Run 1, signal wires on met2:
Scale bar: 20 µm.
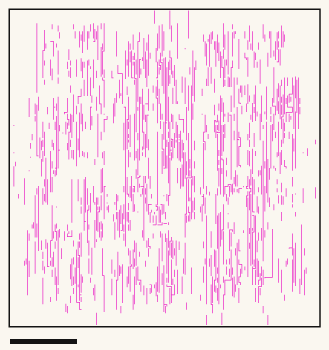
Run 1, the metal 3 layer:
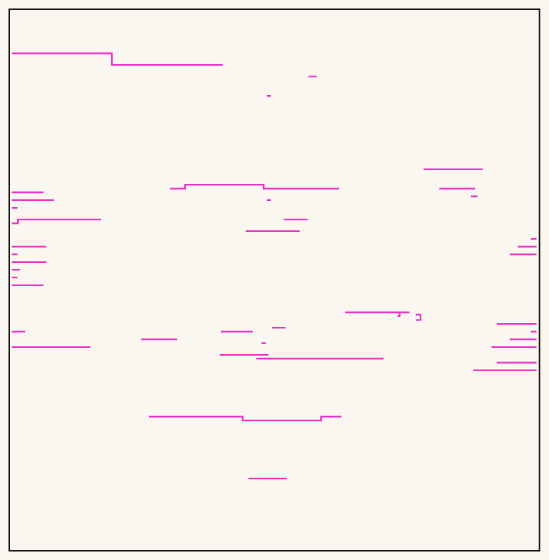
Run 1, floorplan with the power grid:
Scale bar: 20 µm. Pins as bars on the die edge.
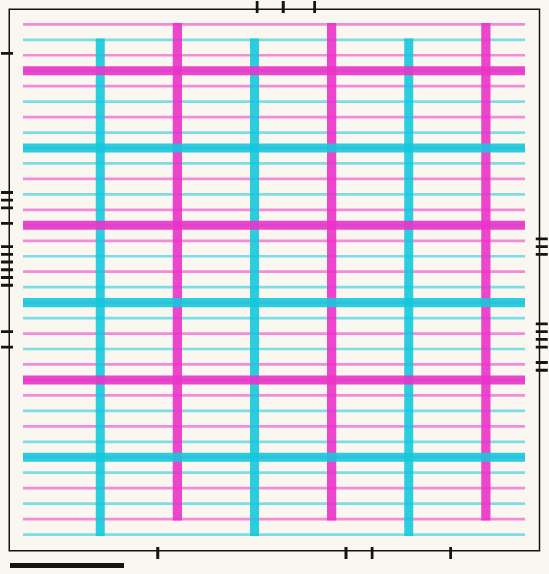
Run 1, signal wires by layer:
Scale bar: 20 µm. Only two layers are drawn.
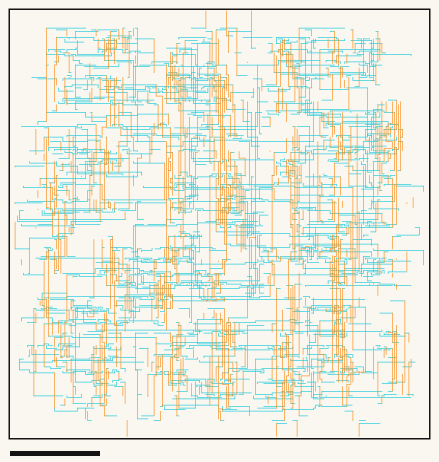
==> src/rtl/tmr_fsm_pkg.sv <==
// Shared encodings for the triplicated debounce FSM: state codes, copy count,
// qualifier counter width and the inj_copy code that disables injection.
package tmr_fsm_pkg;

    typedef enum logic [1:0] {
        IDLE    = 2'b00,
        QUAL_HI = 2'b01,
        ACTIVE  = 2'b11,
        QUAL_LO = 2'b10
    } state_t;

    localparam int NUM_COPIES = 3;
    localparam int CNT_W      = 8;

    localparam logic [1:0] INJ_NOP = 2'd3;

endpackage

==> src/rtl/tmr_voter.sv <==
// Bitwise 2-of-3 majority voter; also flags any disagreement between the copies.
module tmr_voter #(
    parameter int W = 2
) (
    input  logic [W-1:0] a,
    input  logic [W-1:0] b,
    input  logic [W-1:0] c,
    output logic [W-1:0] voted,
    output logic         mismatch
);

    assign voted    = (a & b) | (a & c) | (b & c);
    assign mismatch = (a != b) || (a != c);

endmodule

==> src/rtl/voted_debounce_fsm.sv <==
// Per-channel debouncer whose 2-bit state is held in three scrubbed copies,
// with single-copy fault injection and a saturating copy-mismatch counter.
module voted_debounce_fsm
    import tmr_fsm_pkg::*;
#(
    parameter  int WIDTH = 4,
    parameter  int HOLD  = 3,
    parameter  int ERR_W = 8,
    localparam int CH_W  = (WIDTH > 1) ? $clog2(WIDTH) : 1
) (
    input  logic             clk,
    input  logic             rst,
    input  logic [WIDTH-1:0] in,
    input  logic             inj_valid,
    input  logic [CH_W-1:0]  inj_ch,
    input  logic [1:0]       inj_copy,
    input  logic             clr_err,
    output logic [WIDTH-1:0] data_out,
    output logic [WIDTH-1:0] rise_pulse,
    output logic             err_pulse,
    output logic [ERR_W-1:0] err_count
);

    logic [WIDTH-1:0] ch_mismatch;
    logic             mismatch;

    for (genvar i = 0; i < WIDTH; i++) begin : g_ch
        logic [1:0]       copy_q [NUM_COPIES];
        logic [1:0]       voted;
        logic             ch_mis;
        state_t           cur_st;
        state_t           nxt_st;
        logic [CNT_W-1:0] cnt_q;
        logic [CNT_W-1:0] nxt_cnt;
        logic             rise_q;
        logic             inj_hit;

        tmr_voter #(.W(2)) u_voter (
            .a        (copy_q[0]),
            .b        (copy_q[1]),
            .c        (copy_q[2]),
            .voted    (voted),
            .mismatch (ch_mis)
        );

        assign cur_st  = state_t'(voted);
        // Channel match also covers out-of-range inj_ch, since no channel carries that index.
        assign inj_hit = inj_valid && (inj_ch == CH_W'(i)) && (inj_copy != INJ_NOP);

        always_comb begin
            nxt_st  = cur_st;
            nxt_cnt = cnt_q;
            case (cur_st)
                IDLE: begin
                    if (in[i]) begin
                        nxt_st  = QUAL_HI;
                        nxt_cnt = CNT_W'(1);
                    end
                end
                QUAL_HI: begin
                    if (!in[i]) begin
                        nxt_st  = IDLE;
                        nxt_cnt = '0;
                    end else if (cnt_q == CNT_W'(HOLD - 1)) begin
                        nxt_st  = ACTIVE;
                        nxt_cnt = '0;
                    end else begin
                        nxt_cnt = cnt_q + CNT_W'(1);
                    end
                end
                ACTIVE: begin
                    if (!in[i]) begin
                        nxt_st  = QUAL_LO;
                        nxt_cnt = CNT_W'(1);
                    end
                end
                QUAL_LO: begin
                    if (in[i]) begin
                        nxt_st  = ACTIVE;
                        nxt_cnt = '0;
                    end else if (cnt_q == CNT_W'(HOLD - 1)) begin
                        nxt_st  = IDLE;
                        nxt_cnt = '0;
                    end else begin
                        nxt_cnt = cnt_q + CNT_W'(1);
                    end
                end
                default: begin
                    nxt_st  = IDLE;
                    nxt_cnt = '0;
                end
            endcase
        end

        // Every copy is rewritten from the voted next state each cycle, so a lone upset heals in one clock.
        always_ff @(posedge clk) begin
            if (rst) begin
                for (int c = 0; c < NUM_COPIES; c++) begin
                    copy_q[c] <= IDLE;
                end
                cnt_q  <= '0;
                rise_q <= 1'b0;
            end else begin
                for (int c = 0; c < NUM_COPIES; c++) begin
                    copy_q[c] <= (inj_hit && (inj_copy == 2'(c))) ? ~nxt_st : nxt_st;
                end
                cnt_q  <= nxt_cnt;
                rise_q <= (cur_st == QUAL_HI) && (nxt_st == ACTIVE);
            end
        end

        assign data_out[i]    = voted[1];
        assign rise_pulse[i]  = rise_q;
        assign ch_mismatch[i] = ch_mis;
    end

    assign mismatch = |ch_mismatch;

    always_ff @(posedge clk) begin
        if (rst) begin
            err_pulse <= 1'b0;
            err_count <= '0;
        end else begin
            err_pulse <= mismatch;
            if (clr_err) begin
                err_count <= '0;
            end else if (mismatch && (err_count != '1)) begin
                err_count <= err_count + ERR_W'(1);
            end
        end
    end

endmodule

==> config.mk <==
export PLATFORM = sky130hd
export DESIGN_NAME = voted_debounce_fsm
export DESIGN_NICKNAME = d
export VERILOG_FILES = /design/src/rtl/tmr_fsm_pkg.sv /design/src/rtl/tmr_voter.sv /design/src/rtl/voted_debounce_fsm.sv
export SDC_FILE = /design/constraint.sdc
export NUM_CORES = 1
export LEC_CHECK = 0
export ABC_AREA = 1
export CAP_MARGIN = 25
export CORE_AREA = 2 2 91 93
export DETAILED_ROUTE_END_ITERATION = 7
export DIE_AREA = 0 0 93 95
export GPL_TIMING_DRIVEN = 0
export PLACE_DENSITY_LB_ADDON = 0.05
export SLEW_MARGIN = 20
export SYNTH_ARGS = -nofsm -noshare
export SYNTH_HDL_FRONTEND = slang
export SYNTH_SLANG_ARGS = --single-unit
export TNS_END_PERCENT = 10
==> constraint.sdc <==
create_clock -name clk -period 3.1 [get_ports clk]
set_clock_uncertainty 0.05 [all_clocks]
set_input_delay 0.31 -clock clk [delete_from_list [all_inputs] [get_ports clk]]
set_output_delay 0.31 -clock clk [all_outputs]
set_load 0.02 [all_outputs]
==> impl_metrics.toml, run 1 <==
# physical design summary
[placement]
place_congestion = 0.9065
place_inst = 791
place_ws_ns = 0.8996

[global_route]
grtUsageTotal_pct = 21.87
antenna_found_initial = 0
grt_pass1_vias = 3630
grt_pass1_wl_mm = 15.54

[power]
power_density_nw_per_um2 = 458.1
netSwitchingFraction_pct = 36.13
p_int_uw = 1498
vdd_ir_drop_max_mv = 0.2777
clkPwrFrac_pct = 26.3
power_uw = 2345
p_comb_share_pct = 30.8
p_switching_uw = 847.4

[die]
fp_util_pct = 57.40
die_x_um = 93
dieArea_um2 = 8835
core_um2 = 7928

[detailed_routing]
viasPerCell = 5.083
routed_wl_mm = 9.153
post_drt_wl_per_cell_um = 11.36

[sta]
final.setup.worst_slack_ns = 0.9463
hold_viol_final = 0
slew_headroom_pct = 65.48
rsz0062_at_grt = "false"
setup_viol = 0
period_needed_ns = 2.154

[worst_setup_path]
path_buffers = 1
max_stage_delay_ns = 0.59
crit_type = "reg2out"
path_cells = "ha_1 > nor2_1 > nand2_1 > clkdlybuf4s50_1"
worstPathRequired_ns = 2.74
arrival_ns = 1.79

[yosys]
ys_async_sr_fraction_pct = 0
top_area_cell = "dfxtp_1"
ys.flop_type = "dfxtp_1"
common_cells = "nand2_1 (162), nor2_1 (89), inv_1 (74), dfxtp_1 (69), nand3_1 (57)"
synth_cells = 658
yosysWarnings = 0
syn_area_um2 = 4551

[finish]
area.growth.synth_to_final_pct = 12.51
fin_cells = 806
drive_gt1_share_pct = 10.13
design_area_um2 = 5120

[status]
outcome = "completed"

[cts]
clk_pin_slew_worst_paths_ns = 0.07
cts-htree-levels = 3
insertion_delay_ns = 0.34

[min_path]
hp-start = "g_ch[3].cnt_q[7]$_SDFFE_PP0P_"
Back to the opening pictures, 'signal wires on met2':
main direction	vertical
nets with wire on the layer	596
share of all routed wire	45%
longest straight run	41.8 µm

Back to the opening pictures, 'the metal 3 layer':
share of all routed wire	3.4%
longest straight run	22.1 µm

Back to the opening pictures, 'floorplan with the power grid':
colour	net
cyan	VSS
magenta	VDD
signal pins	29
met1 rails	34
met4 straps	6
rows	33
met5 straps	6

Back to the opening pictures, 'signal wires by layer':
colour	layer	wire length
cyan	metal 1	4,570 µm
orange	metal 2	4,150 µm

-- run 1: per-layer routing --
layer  track usage, %  share of wire (%)  wire [µm]
met4            7.230                1.3        123
met2            36.59                 45       4148
met1            28.19                 50       4572
met5                0                  0          0
met3            4.629                3.4        309
-- run 1: registers in the layout, indices dropped and copies added (netlist names) --
name,count
g_ch.rise_q,4
err_pulse,1
g_ch.copy_q,24
g_ch.cnt_q,32
err_count,8
-- run 1: per-stage QoR --
stage | hold WS, ns | utilization (%)
6_report | 0.4256 | 64.58
5_1_grt | 0.4499 | 64.58
4_1_cts | 0.4285 | 64.58
3_5_place_dp | 0.4173 | 62.59
3_3_place_gp | 0.3988 | 62.59
2_1_floorplan | 0.3291 | -
-- run 1: cell type report --
type | count | area [µm²] | area share [%]
Tap cell | 105 | 131.4 | 2.566
Clock buffer | 11 | 131.4 | 2.566
Timing Repair Buffer | 28 | 280.3 | 5.474
Buffer | 7 | 48.80 | 0.9531
Multi-Input combinational cell | 493 | 2784 | 54.37
Clock inverter | 4 | 26.28 | 0.5132
Inverter | 89 | 336.6 | 6.574
Sequential cell | 69 | 1381 | 26.98
-- run 1: worst min-delay path: cells and delay by family, from the launching register on --
kind / cells / cell delay (ns)
AOI/OAI and AO/OA: 1 / 0.05
DFF: 1 / 0.32
and+or+nand+nor: 1 / 0.06
-- run 1: worst paths after layout --
| kind | end | slack [ns] | cells past startpoint |
|---|---|---|---|
| setup / recovery | data_out[2] | 0.95 | 4 |
| hold / removal | g_ch[3].cnt_q[7]$_SDFFE_PP0P_ | 0.43 | 2 |
| setup reg to reg | g_ch[1].cnt_q[6]$_SDFFE_PP0P_ | 0.95 | 12 |
| hold reg to reg | g_ch[3].cnt_q[7]$_SDFFE_PP0P_ | 0.43 | 2 |
-- run 1: power groups by stage --
stage / registers, µW / clock network, µW / logic (µW)
5_1_grt: 1020 / 681 / 827
4_1_cts: 1010 / 636 / 724
2_1_floorplan: 1020 / 0 / 551
6_report: 1010 / 616 / 723
3_5_place_dp: 1030 / 0 / 719
3_3_place_gp: 1020 / 0 / 700
-- run 1: cell usage in the layout, fill, tap and decap left out, drive strengths merged --
cell type | Yosys | layout
nor4 | 3 | 3
nor2 | 93 | 93
xnor2 | 5 | 5
a221oi | 1 | 1
o211ai | 1 | 1
ha | 45 | 45
or2 | 2 | 2
o21ai | 20 | 20
nand4 | 14 | 14
nand3b | 2 | 2
o21a | 1 | 1
a21oi | 39 | 39
inv | 88 | 88
nor3 | 13 | 13
buf | 6 | 6
dfxtp | 69 | 69
clkinv | 1 | 4
nor3b | 3 | 3
xor2 | 17 | 17
nand3 | 58 | 58
a31oi | 2 | 2
a21boi | 1 | 1
clkdlybuf4s50 | 0 | 28
nand2 | 172 | 172
clkbuf | 1 | 12
or3b | 1 | 1
clkinvlp | 0 | 1
-- run 1: logic make-up after synthesis --
kind of cell             after synthesis  share of synthesized area [%]
AND/OR/NAND/NOR                      361                          35.96
adder cells (fa/ha/maj)               45                          12.37
flip-flops                            69                          30.35
buffers and inverters                 96                          8.469
XOR/XNOR                              22                          4.234
AND-OR/OR-AND                         65                          8.606
--- run 2 (diff from run 1) ---
Clock period 3.1 ns to 2.2 ns, I/O delays scaled along.
==> run 2 against run 1 <==
Worst hold slack better by 0.0014 ns. Area after synthesis stayed put. Global-route usage stayed put. Via count is 0.20% higher. Critical path depth is 9 higher. Sequential cell count stayed put. Synthesized cell count stayed put.
==> impl_metrics.toml, run 2 <==
# physical design summary
[yosys]
ys_sh_aoi_pct = 8.606
mux_share_pct = 0
ys_async_sr_fraction_pct = 0
syn_area_um2 = 4551
yosys-top-cells-area = "dfxtp_1 (30%), nand2_1 (13%), ha_1 (12%)"
synth_cell_types = 40
top_area_cell = "dfxtp_1"
fp_nets = 715
ys_top_logic_family = "simple AND/OR/NAND/NOR gates"
xor_area_share_pct = 4.234
yosysWarnings = 0
synth_cells = 658
ys.flop_type = "dfxtp_1"
postSynthSeqShare_pct = 30.35
synth-simple-area-share_pct = 35.96
yosys.area_share.adder_pct = 12.37
common_cells = "nand2_1 (162), nor2_1 (89), inv_1 (74), dfxtp_1 (69), nand3_1 (57)"

[global_route]
grt_pass1_vias = 3630
grt_pass1_wl_mm = 15.54
grtUsageTotal_pct = 21.87
antenna_found_initial = 0

[cts]
clk_pin_slew_worst_paths_ns = 0.08
clkSinkCount = 69
cts_buffer_depth = 2
cts-htree-levels = 3
cts_tree = "built"

[detailed_routing]
ant_nets = 0
viasPerCell = 5.080
routed_wl_mm = 9.162
drc = 0
post_drt_wl_per_cell_um = 11.34

[worst_setup_path]
regToRegEndpoint = "g_ch[0].copy_q[0][0]$_SDFF_PP0_"
path_cells = "ha_1 > nor2_1 > nand2_2 > inv_2 > ha_1 > nand2_1 > inv_1 > nand4_1 > nand2_1 > inv_1 > nand2_1 > nand2_1 > a21oi_1"
r2r_setup_slack_ns = 0.19
cp_max_fo = 5
timing.rr.start = "g_ch[0].copy_q[0][1]$_SDFF_PP0_"
arrival_ns = 2.21
ff2ff_path_depth = 13
crit_type = "reg2reg"
crit_slowest_cell = "dfxtp_1"
max_stage_delay_ns = 0.32
path_buffers = 3
cp-start-kind = "flop"
worstPathRequired_ns = 2.41

[finish]
layout.cells.most_common = "nand2_1"
final_core_util_pct = 65.18
reg_top3 = "g_ch.cnt_q (32), g_ch.copy_q (24), err_count (8)"
top_register = "g_ch.cnt_q"
num_antenna_cells = 0
layout_top_cells = "nand2_1 (158), nor2_1 (87), inv_1 (72), dfxtp_1 (69), nand3_1 (55)"
drive_gt1_share_pct = 11.81
area.growth.synth_to_final_pct = 13.56
largest_reg_flops = 32

[die]
num_rows = 33
fp_util_pct = 57.40
core_um2 = 7928
pin_count = 29
die_x_um = 93
dieArea_um2 = 8835

[sta]
timing.final.crit_share_pct = 91.19
rsz0062_at_grt = "false"
hold_viol_final = 0
max_freq_mhz = 498.5
worst_pin_slew_ns = 0.5070
slew_headroom_pct = 65.97
period_needed_ns = 2.006
hold_ws_ns = 0.4270
setup_viol = 0

[power]
power_density_nw_per_um2 = 643.1
vdd_ir_drop_max_mv = 0.3911

[min_path]
min_path_type = "reg2reg"
hp-start = "g_ch[3].cnt_q[7]$_SDFFE_PP0P_"
min_delay_worst_endpoint = "g_ch[3].cnt_q[7]$_SDFFE_PP0P_"
hold_path_depth = 2

[status]
outcome = "completed"

[placement]
place_congestion = 0.9065
port_buffers = 28
-- run 2: how the worst max path moves through the flow --
stage / cells after the start / slack (ns) / start / end
after CTS: 12 / 0.005 / g_ch[1].copy_q[0][1]$_SDFF_PP0_ / g_ch[1].cnt_q[6]$_SDFFE_PP0P_
after global routing: 11 / 0.00005 / g_ch[2].copy_q[0][1]$_SDFF_PP0_ / g_ch[2].cnt_q[7]$_SDFFE_PP0P_
after floorplan: 11 / 0.20 / g_ch[3].copy_q[0][1]$_SDFF_PP0_ / g_ch[3].cnt_q[5]$_SDFFE_PP0P_
after global placement: 5 / 0.09 / rst / g_ch[1].cnt_q[6]$_SDFFE_PP0P_
final: 13 / 0.19 / g_ch[0].copy_q[0][1]$_SDFF_PP0_ / g_ch[0].copy_q[0][0]$_SDFF_PP0_
after detailed placement: 12 / 0.06 / g_ch[1].copy_q[0][1]$_SDFF_PP0_ / g_ch[1].cnt_q[6]$_SDFFE_PP0P_
-- run 2: report_power, final --
part	internal (µW)	switching [µW]
sequential	1350	69.1
combinational	374	663
clock	402	466
total	2120	1200
-- run 2: cells by family (layout without fill, tap and decap cells) --
kind of cell / count (synthesis) / after routing
simple gates: 361 / 361
buf+inv: 96 / 141
flops: 69 / 69
compound gates: 65 / 65
fa+ha+maj: 45 / 45
xor+xnor: 22 / 22
-- run 2: worst min-delay path, delay by kind of cell (launching register included) --
kind | cells | cell delay [ns]
flip-flops | 1 | 0.32
AND/OR/NAND/NOR | 1 | 0.06
AND-OR/OR-AND | 1 | 0.05
-- run 2: stage by stage --
stage	area, µm²	power, µW	setup WS, ns	instances
after floorplan	4551	2210	0.2018	658
after global placement	4962	2428	0.09059	791
after detailed placement	4962	2461	0.06239	791
after CTS	5120	3335	0.004901	806
after global routing	5167	3583	0.00005329	808
final	5167	3323	0.1938	808
-- run 2: layout make-up --
class                           count  area (µm²)  area share [%]
Multi-Input combinational cell    493        2816           54.50
Sequential cell                    69        1381           26.73
Timing Repair Buffer               30       295.3           5.714
Tap cell                          105       131.4           2.542
Buffer                              7       48.80          0.9443
Clock buffer                       11       131.4           2.542
Inverter                           89       336.6           6.513
Clock inverter                      4       26.28          0.5085
-- run 2: timing repair --
action / CTS / global route
setup endpoints to repair: 0 / 45
setup buffers: 0 / 2
hold buffers: 0 / 0
resized: 0 / 11
-- run 2: per-layer routing --
metal | wire (µm) | global-route usage (%) | vias up
met5 | 0 | 0 | -
met4 | 104 | 7.230 | 0
met3 | 329 | 4.629 | 9
met2 | 4188 | 36.59 | 57
met1 | 4540 | 28.19 | 1840
li1 | - | - | 2199
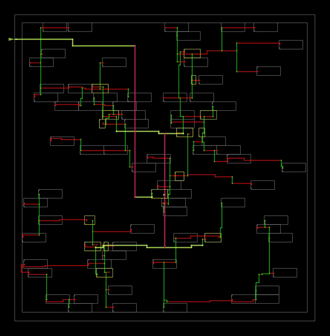
Run 2: clock nets
Clock Power: 867 µW
insertion delay at the late pin of the worst-skew pair: 0.34 ns

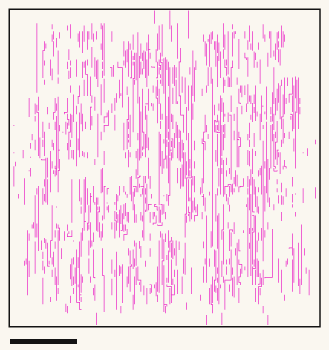
Run 2: signal wires on met2
Scale bar: 20 µm.
wire length on this layer	4,190 µm
nets with wire on the layer	600

No activity file was given, so power comes from the tool's default toggle rates.
